==> src/rtl/serial_pkg.sv <==
// serial_pkg: shared constants and FSM state type for the serial transmitter.
// Optional feature macro: SERIAL_TX_PARITY_EN adds the PARITY state.
package serial_pkg;
   localparam int   DATA_W     = 8;
   localparam logic START_BIT  = 1'b0;
   localparam logic STOP_BIT   = 1'b1;
   localparam logic IDLE_LEVEL = 1'b1;
`ifdef SERIAL_TX_PARITY_EN
   typedef enum logic [2:0] {IDLE, START, DATA, PARITY, STOP} state_t;
`else
   typedef enum logic [2:0] {IDLE, START, DATA, STOP} state_t;
`endif
endpackage

==> src/rtl/serial_tx_if.sv <==
// serial_tx_if: byte handshake and serial line bundle.
// Signals: tx_data/tx_valid (to transmitter), tx_ready, out, busy, done (from transmitter).
interface serial_tx_if;
   import serial_pkg::*;
   logic [DATA_W-1:0] tx_data;
   logic              tx_valid;
   logic              tx_ready;
   logic              out;
   logic              busy;
   logic              done;
   modport master (output tx_data, tx_valid, input tx_ready, out, busy, done);
   modport slave  (input tx_data, tx_valid, output tx_ready, out, busy, done);
endinterface

==> src/rtl/serial_baud_gen.sv <==
// serial_baud_gen: bit-time counter producing a one-cycle tick in the last cycle of each bit.
// Ports: clk, rst (async high), i_run (frame active), o_tick (last cycle of bit),
//        o_tick_next (o_tick will be high next cycle if the frame keeps running).
module serial_baud_gen #(
   parameter int CLKS_PER_BIT = 1
) (
   input  logic clk,
   input  logic rst,
   input  logic i_run,
   output logic o_tick,
   output logic o_tick_next
);
   localparam logic [15:0] RELOAD = 16'(CLKS_PER_BIT - 1);
   logic [15:0] r_cnt;
   logic [15:0] w_cnt_next;
   // Idle keeps the counter preloaded so the first START bit gets a full bit-time.
   always_comb begin
      o_tick      = i_run && (r_cnt == 16'd0);
      w_cnt_next  = (!i_run || o_tick) ? RELOAD : r_cnt - 16'd1;
      o_tick_next = (w_cnt_next == 16'd0);
   end
   always_ff @(posedge clk or posedge rst)
      if (rst) r_cnt <= '0;
      else     r_cnt <= w_cnt_next;
endmodule

==> src/rtl/serial_tx.sv <==
// serial_tx: 8N1 serial transmitter with one-entry holding register (optional parity via SERIAL_TX_PARITY_EN).
// Ports: clk, rst (async high), bus (serial_tx_if.slave: tx_data, tx_valid, tx_ready, out, busy, done).
module serial_tx
   import serial_pkg::*;
#(
   parameter int CLKS_PER_BIT = 1
) (
   input logic        clk,
   input logic        rst,
   serial_tx_if.slave bus
);
   state_t            r_state, w_next;
   logic [DATA_W-1:0] r_hold, r_data, w_data_next;
   logic [2:0]        r_idx, w_idx_next;
   logic              r_hold_full, w_hold_full_next;
   logic              r_out, r_busy, r_done;
   logic              w_tick, w_tick_next, w_run, w_accept, w_start, w_level;
   assign w_run = (r_state != IDLE);
   serial_baud_gen #(.CLKS_PER_BIT(CLKS_PER_BIT)) u_baud (
      .clk         (clk),
      .rst         (rst),
      .i_run       (w_run),
      .o_tick      (w_tick),
      .o_tick_next (w_tick_next)
   );
   always_comb begin
      w_accept = bus.tx_valid && !r_hold_full;
      w_next   = r_state;
      case (r_state)
         IDLE:   if (r_hold_full) w_next = START;
         START:  if (w_tick) w_next = DATA;
`ifdef SERIAL_TX_PARITY_EN
         DATA:   if (w_tick && &r_idx) w_next = PARITY;
         PARITY: if (w_tick) w_next = STOP;
`else
         DATA:   if (w_tick && &r_idx) w_next = STOP;
`endif
         // A byte accepted in the final stop cycle still chains without a gap.
         STOP:   if (w_tick) w_next = (r_hold_full || w_accept) ? START : IDLE;
         default: w_next = IDLE;
      endcase
      w_start          = (w_next == START) && (r_state != START);
      w_data_next      = w_start ? (r_hold_full ? r_hold : bus.tx_data) : r_data;
      w_hold_full_next = w_start ? 1'b0 : (r_hold_full || w_accept);
      w_idx_next       = (r_state == DATA && w_tick) ? r_idx + 3'd1 : r_idx;
      // The line level is registered from the next state so out has no input path.
      w_level = (w_next == START) ? START_BIT :
                (w_next == DATA)  ? w_data_next[w_idx_next] :
                (w_next == IDLE)  ? IDLE_LEVEL : STOP_BIT;
`ifdef SERIAL_TX_PARITY_EN
      if (w_next == PARITY) w_level = ~^w_data_next;
`endif
   end
   always_ff @(posedge clk or posedge rst)
      if (rst) begin
         r_state     <= IDLE;
         r_hold      <= '0;
         r_data      <= '0;
         r_idx       <= '0;
         r_hold_full <= 1'b0;
         r_out       <= IDLE_LEVEL;
         r_busy      <= 1'b0;
         r_done      <= 1'b0;
      end else begin
         r_state     <= w_next;
         r_hold      <= w_accept ? bus.tx_data : r_hold;
         r_data      <= w_data_next;
         r_idx       <= w_idx_next;
         r_hold_full <= w_hold_full_next;
         r_out       <= w_level;
         r_busy      <= (w_next != IDLE) || w_hold_full_next;
         r_done      <= (w_next == STOP) && w_tick_next;
      end
   assign bus.tx_ready = !r_hold_full;
   assign bus.out      = r_out;
   assign bus.busy     = r_busy;
   assign bus.done     = r_done;
endmodule

==> src/flat_wrapper.sv <==
// flat-port wrapper written by rule: the top's interface ports become plain ports
module serial_tx_flat import serial_pkg::*;
#(
   parameter int CLKS_PER_BIT = 1
)
  (clk, rst, bus_tx_data, bus_tx_valid, bus_tx_ready, bus_out, bus_busy, bus_done);
  serial_tx_if bus_i ();
  input logic clk;
  input logic rst;
  input wire logic [$bits(bus_i.tx_data)-1:0] bus_tx_data;
  input wire logic [$bits(bus_i.tx_valid)-1:0] bus_tx_valid;
  output wire logic [$bits(bus_i.tx_ready)-1:0] bus_tx_ready;
  output wire logic [$bits(bus_i.out)-1:0] bus_out;
  output wire logic [$bits(bus_i.busy)-1:0] bus_busy;
  output wire logic [$bits(bus_i.done)-1:0] bus_done;
  assign bus_i.tx_data = bus_tx_data;
  assign bus_i.tx_valid = bus_tx_valid;
  assign bus_tx_ready = bus_i.tx_ready;
  assign bus_out = bus_i.out;
  assign bus_busy = bus_i.busy;
  assign bus_done = bus_i.done;
  serial_tx #(.CLKS_PER_BIT(CLKS_PER_BIT)) u_core (.clk(clk), .rst(rst), .bus(bus_i));
endmodule
==> config.mk <==
export PLATFORM = sky130hd
export DESIGN_NAME = serial_tx_flat
export DESIGN_NICKNAME = d
export VERILOG_FILES = /design/src/rtl/serial_pkg.sv /design/src/rtl/serial_tx_if.sv /design/src/rtl/serial_baud_gen.sv /design/src/rtl/serial_tx.sv /design/src/flat_wrapper.sv
export SDC_FILE = /design/constraint.sdc
export NUM_CORES = 1
export LEC_CHECK = 0
export ABC_CLOCK_PERIOD_IN_PS = 5700
export CELL_PAD_IN_SITES_DETAIL_PLACEMENT = 0
export CELL_PAD_IN_SITES_GLOBAL_PLACEMENT = 2
export CORE_ASPECT_RATIO = 0.7
export CORE_MARGIN = 3
export CORE_UTILIZATION = 41
export DETAILED_ROUTE_END_ITERATION = 8
export PLACE_DENSITY = 0.9
export RECOVER_POWER = 50
export SYNTH_ARGS = -nofsm -noshare
export SYNTH_HDL_FRONTEND = slang
export SYNTH_SLANG_ARGS = --single-unit
==> constraint.sdc <==
create_clock -name clk -period 5.7 [get_ports clk]
set_input_delay 1.14 -clock clk [delete_from_list [all_inputs] [get_ports clk]]
set_output_delay 1.14 -clock clk [all_outputs]
set_load 0.05 [all_outputs]
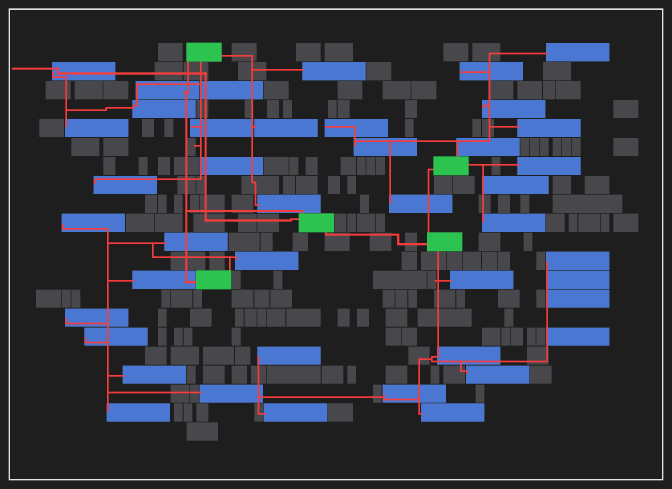
Fig. 1. Clock distribution.
[clock wires] red | length: 529 um
[cells driving clock nets] green | count: 5
[flip-flops] blue | count: 42
routed clock nets: 6
Clock Latency Late Sink: 0.29 ns
worst clock skew: 0.008637 ns
clock group total power: 0.197 mW
clock power share: 18.2%

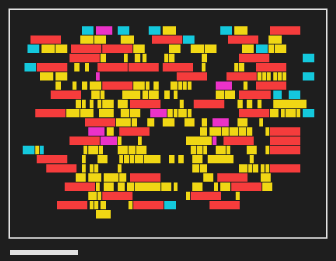
Fig. 2. Placement by cell class.
Scale bar: 20 um.
[clock drivers and dummy loads] magenta | cells: 8
[other buffers and delay cells] cyan | cells: 16
[flip-flops] red | cells: 42
[all other logic] yellow | cells: 162
post-route core utilization: 50.16%
core footprint: 4966 um^2
share of cell area taken by flip-flops and latches: 42.24%

==> flow_summary_export.csv <==
group,metric,value,unit
outcome,run_status,"finished with violations",
outcome,failed_checks,"capacitance limit, slew limit",
flow_run,drv_cap,1,
critical_path,cp_slowest_cell,"sky130_fd_sc_hd__clkbuf_1",
detailed_routing,route.antenna.remaining_nets,0,
synth,syn-instance-count,211,
power,pwr_per_cell_area,435.8,nW/um^2
synth,common_cells,"41 x sky130_fd_sc_hd__dfrtp_1, 41 x sky130_fd_sc_hd__nor2_1, 12 x sky130_fd_sc_hd__a21oi_1, 12 x sky130_fd_sc_hd__xnor2_1",
die,fp_util,44.24,%
die,io_pins,15,
min_path,hold_crit_path_type,"reg2reg",
grt,first_global_vias,1415,
synth,simple_gate_share,22.10,%
die,chipWidth,93.50,um
final_timing,timing.setup.tns,0,ns
cells_and_area,final_cell_count_no_fill,297,
synth,synth-cells-yosys,211,
die,chip_area,6287,um^2
cells_and_area,layout.nets,241,
critical_path,critical_register_to_register_path_endpoint,"u_core.bus.out",
placed_design,gpl_wtd_cong,0.7674,
clock_network,cts_hold_buffers,0,
grt,globalRoute.totalOverflow,0,
final_timing,final_max_slew_viol_count,43,
flow_run,warning_count,26,
power,p_leak,1.144,nW
cells_and_area,register_area,1052,um^2
critical_path,crit_path_max_incr_delay,1.58,ns
synth,synth_warnings,0,
final_timing,tightest_slew,2.223,ns
critical_path,start_kind,"primary input",
synth,complex_gate_fraction_of_the_synthesized_area,9.567,%
detailed_routing,drt_first_pass_iters,4,
detailed_routing,drt-met1-wl,2396,um
clock_network,post_cts_resize_count,0,
synth,ys_seq_elements,42,
final_timing,finalCritPeriodShare,58.99,%
detailed_routing,route.detailed.wl_per_inst,14.34,um
cells_and_area,num-fill-cells,438,
detailed_routing,remaining_drc_errors,0,
clock_network,postCtsSetupBuffers,0,
cells_and_area,signal_buffers,16,
critical_path,timing_worst_setup_path_type,"in2async",
clock_network,cts.path.max_buffers,2,
synth,ys_seq_share,47.89,%
grt,grt_antenna_before_repair,0,
critical_path,reg_to_reg_startpoint,"u_core.u_baud.r_cnt[0]",
synth,synthXorXnorAreaFrac,5.979,%
clock_network,cts_max_level,2,
critical_path,timing.critical_path.arrival,3.31,ns
critical_path,critPathLaunch,"rst",
cells_and_area,mostFrequentLayoutCells,"41 x sky130_fd_sc_hd__nor2_1, 41 x sky130_fd_sc_hd__dfrtp_1, 12 x sky130_fd_sc_hd__xnor2_1, 12 x sky130_fd_sc_hd__a21oi_1, 12 x sky130_fd_sc_hd__clkdlybuf4s50_1",
final_timing,achievable-frequency,297.4,MHz
clock_network,clk_pin_slew_worst_paths,0.07,ns
placed_design,post-dp-hpwl,3075,um
synth,mux_area_share,9.681,%
cells_and_area,largest_registers,"u_core.u_baud.r_cnt x16, u_core.r_data x8, u_core.r_hold x8",
grt,global_route_wire_length_before_repair,7320,um
synth,largest_area_cell,"sky130_fd_sc_hd__dfrtp_1",
critical_path,crit_path_required_time,5.65,ns
die,fp-row-count,21,
synth,post_synth_num_cell_types,50,
grt,globalRouteTotalUtil,15.30,%
clock_network,root_buffer,"sky130_fd_sc_hd__clkbuf_8",
cells_and_area,post_route_cells_drive_above_1_share,13.16,%
synth,topCellsByArea,"sky130_fd_sc_hd__dfrtp_1 47%, sky130_fd_sc_hd__nor2_1 7.0%, sky130_fd_sc_hd__mux2_2 5.1%",
synth,postSynthAreaPerCell,10.41,um^2
synth,synthesis.nets,225,
cells_and_area,area_share_clock_buf_inv,3.616,%
final_timing,hold_fails_final_rpt,0,
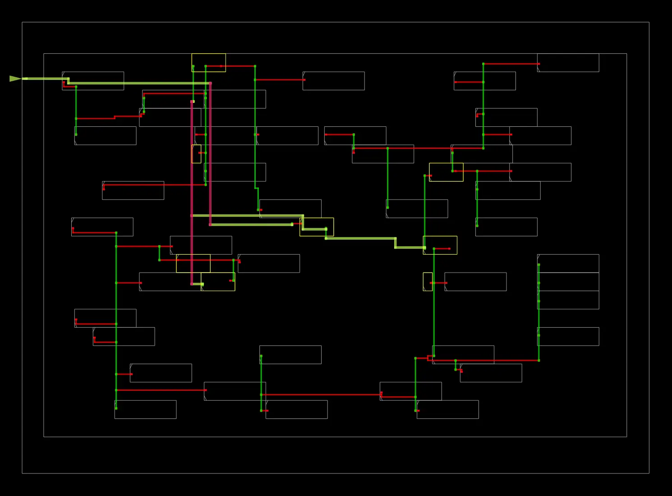
Fig. 3. Clock nets.
Flop Count: 42
Clock Sinks: 42
clkbuf count: 8
clock buffer count from CTS: 5

[power by group]
part / switching, mW / internal (mW)
Combinational: 0.225 / 0.199
Sequential: 0.0788 / 0.386
Clock: 0.0984 / 0.0988
Total: 0.402 / 0.684
[through the flow]
stage          hold slack, ns  setup WS, ns  utilization, %  power (mW)  cell area, um^2
3_5_place_dp           0.4802         2.904           48.43      0.8955             2405
2_1_floorplan          0.4519         3.296               -      0.7886             2197
4_1_cts                0.4889         2.667           50.24       1.096             2495
6_report               0.4855         2.338           50.16       1.086             2491
3_3_place_gp           0.4710         2.908           48.43      0.8907             2405
5_1_grt                0.4953         1.790           50.16       1.174             2491
[worst max-delay path: cells and delay by family]
kind,cells,cell delay [ns]
buffers and inverters,3,2.15
Power and IR drop assume default switching activity.
